--- config.mk ---
export PLATFORM = sky130hd
export DESIGN_NAME = ppi_bus_sequencer
export DESIGN_NICKNAME = d
export VERILOG_FILES = /design/src/rtl/pmd85_pkg.sv /design/src/rtl/ppi_rr_arbiter2.sv /design/src/rtl/ppi_bus_sequencer.sv
export SDC_FILE = /design/constraint.sdc
export NUM_CORES = 1
export LEC_CHECK = 0
export CORE_MARGIN = 3
export CORE_UTILIZATION = 40
export DETAILED_ROUTE_END_ITERATION = 7
export PLACE_DENSITY = 0.73
export SKIP_LAST_GASP = 1
export SLEW_MARGIN = 20
export SYNTH_ARGS = -nofsm -noshare
export SYNTH_HDL_FRONTEND = slang
export SYNTH_HIERARCHICAL = 1
export SYNTH_SLANG_ARGS = --single-unit
--- constraint.sdc ---
create_clock -name clk -period 2 [get_ports clk]
set_clock_uncertainty 0.1 [all_clocks]
set_input_delay 0.4 -clock clk [delete_from_list [all_inputs] [get_ports clk]]
set_output_delay 0.4 -clock clk [all_outputs]
set_load 0.02 [all_outputs]
--- src/rtl/pmd85_pkg.sv ---
// rtl/pmd85_pkg.sv - shared state encoding and PPI register addresses for the PMD85 core
package pmd85_pkg;

  typedef enum logic [2:0] {
    ST_IDLE   = 3'd0,
    ST_INIT   = 3'd1,
    ST_SETUP  = 3'd2,
    ST_STROBE = 3'd3,
    ST_HOLD   = 3'd4,
    ST_ACK    = 3'd5
  } ppi_state_t;

  localparam logic [1:0] PPI_PA = 2'd0;
  localparam logic [1:0] PPI_PB = 2'd1;
  localparam logic [1:0] PPI_PC = 2'd2;
  localparam logic [1:0] PPI_CW = 2'd3;

  function automatic int max3(input int a, input int b, input int c);
    int m;
    m = (a > b) ? a : b;
    return (m > c) ? m : c;
  endfunction

endpackage

--- src/rtl/ppi_rr_arbiter2.sv ---
// rtl/ppi_rr_arbiter2.sv - two-way round-robin grant; pointer moves past each taken grant
module ppi_rr_arbiter2 (
  input  logic       clk,
  input  logic       RESET,
  input  logic [1:0] req,
  input  logic       take,
  output logic       valid,
  output logic       id
);

  logic rr_ptr;

  always_comb begin
    valid = |req;
    id    = req[1];
    if (req[0] && req[1]) id = rr_ptr;
  end

  always_ff @(posedge clk) begin
    if (RESET) rr_ptr <= 1'b0;
    else if (take) rr_ptr <= ~id;
  end

endmodule

--- src/rtl/ppi_bus_sequencer.sv ---
// rtl/ppi_bus_sequencer.sv - i8255 bus strobe sequencer shared by CPU decode and aux loader
module ppi_bus_sequencer
  import pmd85_pkg::*;
#(
  parameter int         SETUP_CYCLES  = 1,
  parameter int         STROBE_CYCLES = 2,
  parameter int         HOLD_CYCLES   = 1,
  parameter int         INIT_EN       = 1,
  parameter logic [7:0] INIT_CW       = 8'h8A
) (
  input  logic       clk,
  input  logic       RESET,
  input  logic       m0_req,
  input  logic       m0_wr,
  input  logic [1:0] m0_addr,
  input  logic [7:0] m0_wdata,
  output logic       m0_ack,
  output logic [7:0] m0_rdata,
  input  logic       m1_req,
  input  logic       m1_wr,
  input  logic [1:0] m1_addr,
  input  logic [7:0] m1_wdata,
  output logic       m1_ack,
  output logic [7:0] m1_rdata,
  output logic       ppi_cs_n,
  output logic       ppi_rd_n,
  output logic       ppi_wr_n,
  output logic [1:0] ppi_a,
  output logic [7:0] ppi_dout,
  input  logic [7:0] ppi_din,
  output logic       init_done,
  output logic       busy
);

  localparam int MAX_CYCLES = max3(SETUP_CYCLES, STROBE_CYCLES, HOLD_CYCLES);
  localparam int CNT_W      = (MAX_CYCLES > 1) ? $clog2(MAX_CYCLES) : 1;
  localparam logic [CNT_W-1:0] LD_SETUP  = CNT_W'(SETUP_CYCLES - 1);
  localparam logic [CNT_W-1:0] LD_STROBE = CNT_W'(STROBE_CYCLES - 1);
  localparam logic [CNT_W-1:0] LD_HOLD   = CNT_W'(HOLD_CYCLES - 1);

  ppi_state_t       state_q, state_d;
  logic [CNT_W-1:0] cnt_q, cnt_d;
  logic             take, gnt_valid, gnt_id;
  logic             txn_wr, txn_id, txn_init;
  logic             phase_end;

  ppi_rr_arbiter2 u_arb (
    .clk   (clk),
    .RESET (RESET),
    .req   ({m1_req, m0_req}),
    .take  (take),
    .valid (gnt_valid),
    .id    (gnt_id)
  );

  assign phase_end = (cnt_q == '0);

  always_ff @(posedge clk) begin
    if (RESET) begin
      state_q <= (INIT_EN != 0) ? ST_INIT : ST_IDLE;
      cnt_q   <= '0;
    end else begin
      state_q <= state_d;
      cnt_q   <= cnt_d;
    end
  end

  always_comb begin
    state_d = state_q;
    cnt_d   = cnt_q;
    take    = 1'b0;
    case (state_q)
      ST_INIT: begin
        state_d = ST_SETUP;
        cnt_d   = LD_SETUP;
      end
      ST_IDLE: begin
        if (gnt_valid) begin
          take    = 1'b1;
          state_d = ST_SETUP;
          cnt_d   = LD_SETUP;
        end
      end
      ST_SETUP: begin
        if (phase_end) begin
          state_d = ST_STROBE;
          cnt_d   = LD_STROBE;
        end else cnt_d = cnt_q - CNT_W'(1);
      end
      ST_STROBE: begin
        if (phase_end) begin
          state_d = ST_HOLD;
          cnt_d   = LD_HOLD;
        end else cnt_d = cnt_q - CNT_W'(1);
      end
      ST_HOLD: begin
        if (phase_end) state_d = txn_init ? ST_IDLE : ST_ACK;
        else cnt_d = cnt_q - CNT_W'(1);
      end
      ST_ACK:  state_d = ST_IDLE;
      default: state_d = ST_IDLE;
    endcase
  end

  // Strobes are decoded from the next state so every pin changes on the same edge as the state.
  always_ff @(posedge clk) begin
    if (RESET) begin
      txn_wr    <= 1'b0;
      txn_id    <= 1'b0;
      txn_init  <= 1'b0;
      ppi_cs_n  <= 1'b1;
      ppi_rd_n  <= 1'b1;
      ppi_wr_n  <= 1'b1;
      ppi_a     <= '0;
      ppi_dout  <= '0;
      m0_ack    <= 1'b0;
      m1_ack    <= 1'b0;
      m0_rdata  <= '0;
      m1_rdata  <= '0;
      init_done <= (INIT_EN == 0);
      busy      <= 1'b0;
    end else begin
      if (state_q == ST_INIT) begin
        txn_wr   <= 1'b1;
        txn_init <= 1'b1;
        ppi_a    <= PPI_CW;
        ppi_dout <= INIT_CW;
      end else if (take) begin
        txn_wr   <= gnt_id ? m1_wr : m0_wr;
        txn_id   <= gnt_id;
        txn_init <= 1'b0;
        ppi_a    <= gnt_id ? m1_addr : m0_addr;
        ppi_dout <= gnt_id ? m1_wdata : m0_wdata;
      end
      ppi_cs_n <= !(state_d inside {ST_SETUP, ST_STROBE, ST_HOLD});
      ppi_wr_n <= !(state_d == ST_STROBE && txn_wr);
      ppi_rd_n <= !(state_d == ST_STROBE && !txn_wr);
      if (state_q == ST_STROBE && phase_end && !txn_wr && !txn_init) begin
        if (txn_id) m1_rdata <= ppi_din;
        else m0_rdata <= ppi_din;
      end
      m0_ack <= (state_d == ST_ACK) && !txn_id;
      m1_ack <= (state_d == ST_ACK) && txn_id;
      if (state_q == ST_HOLD && phase_end && txn_init) init_done <= 1'b1;
      busy <= (state_d != ST_IDLE);
    end
  end

endmodule
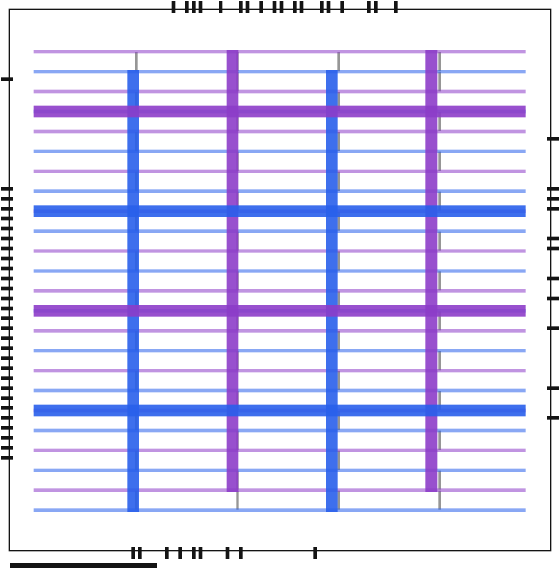
power_grid.png
The bar under the picture is 20 um long. Pins as bars on the die edge. Tap cells in gray.
- purple: VDD
- blue: VSS
- met1 rails: 24
- signal pins: 67
- rows: 23
- tap cells: 50

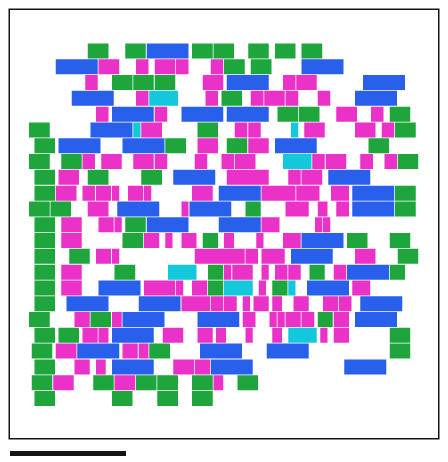
placement_by_type.png
The bar under the picture is 20 um long.
- magenta: combinational and other logic (cells 125)
- blue: flops (cells 41)
- cyan: clock drivers and dummy loads (cells 8)
- green: other buffers and delay cells (cells 74)

==> Slide: Implementation Results <==
Implementation Results

Finish
  – Clock buffer count: 8
  – Area-dominant cell class after layout: multi-input combinational cells
  – Comb_multi_in: 124
  – Biggest regs: m0_rdata x8, m1_rdata x8, ppi_dout x8
  – Most numerous logic cell after layout: clkdlybuf4s50_1
  – Area share of buffers outside the clock network: 27.4%
  – Nets: 281
  – ANT cells: 0

CTS
  – CTS root buf: clkbuf_8
  – Clock Pin Slew Worst Setup and Hold Paths: 0.07 ns
  – CTS buffer count: 5

Yosys
  – Syn Nets: 212
  – XORs/XNORs by Area: 0%
  – Number of cells in Yosys stat: 178
  – Adder-cell share of the synthesized area: 0%
  – Commonest flop: dfxtp_1
  – Post-synth mux share: 15.3%
  – Count leader, synth: dfxtp_1

Power and ir drop
  – Power Sequential: 933 uW
  – Peak supply drop: 0.349 mV
  – Pint: 1390 uW
  – Share of power burned in registers: 48.0%
  – Clk network pwr share: 26.9%
  – Net Sw Frac: 28.5%

Detailed routing
  – M1 WL: 1790 um
  – Metal2 WL: 1920 um
  – DR DRC count: 0

Critical path
  – CP delay by family, top: buffers and inverters
  – Crit path largest cell delay: 0.62 ns
  – WP data arrival: 1.26 ns
  – Reg2reg end: ppi_cs_n$_SDFF_PP1_
  – Critical Path Source: ppi_dout[5]$_SDFFE_PP0P_
  – Crit-path max FO: 2
  – Crit Reg-Reg Startpoint: state_q[2]$_SDFF_PP0_
  – Worst Setup EP: ppi_dout[5]
  – Critical path type: reg2out

STA
  – Worst Setup Slack, final: 0.242 ns
  – Count of final hold-check violations: 0
  – Final worst path period need: 1.76 ns
  – Fmax: 569 MHz

Hold path
  – Hold EP: m1_rdata[2]$_SDFFE_PP0P_

Floorplan
  – Die Ht: 73.7 um
  – Tap cells: 50
  – Fp util: 43.6%

Placement
  – Port Buffers: 66
  – Final RePlAce weighted congestion: 0.804
  – DP Worst Slack: -0.0594 ns

GRT
  – First-pass GRT wire length: 6630 um

Status
  – Outcome: finished clean
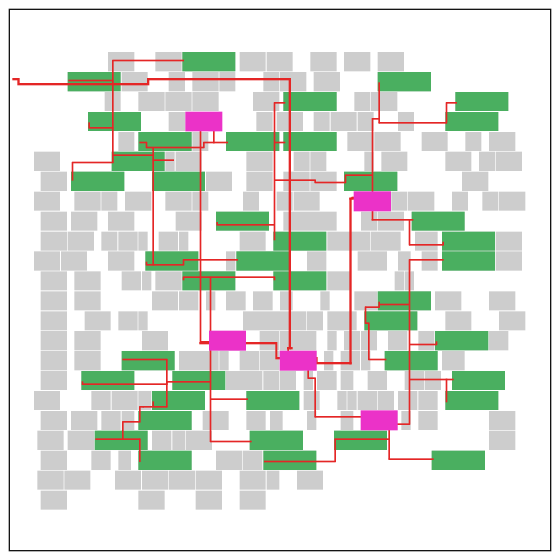
clk_routes.png
- red: clock wires (length 554 um)
- green: flip-flops (count 41)
- magenta: clock drivers (count 5)
- flops lie: spread over the die

Power and IR drop assume default switching activity.
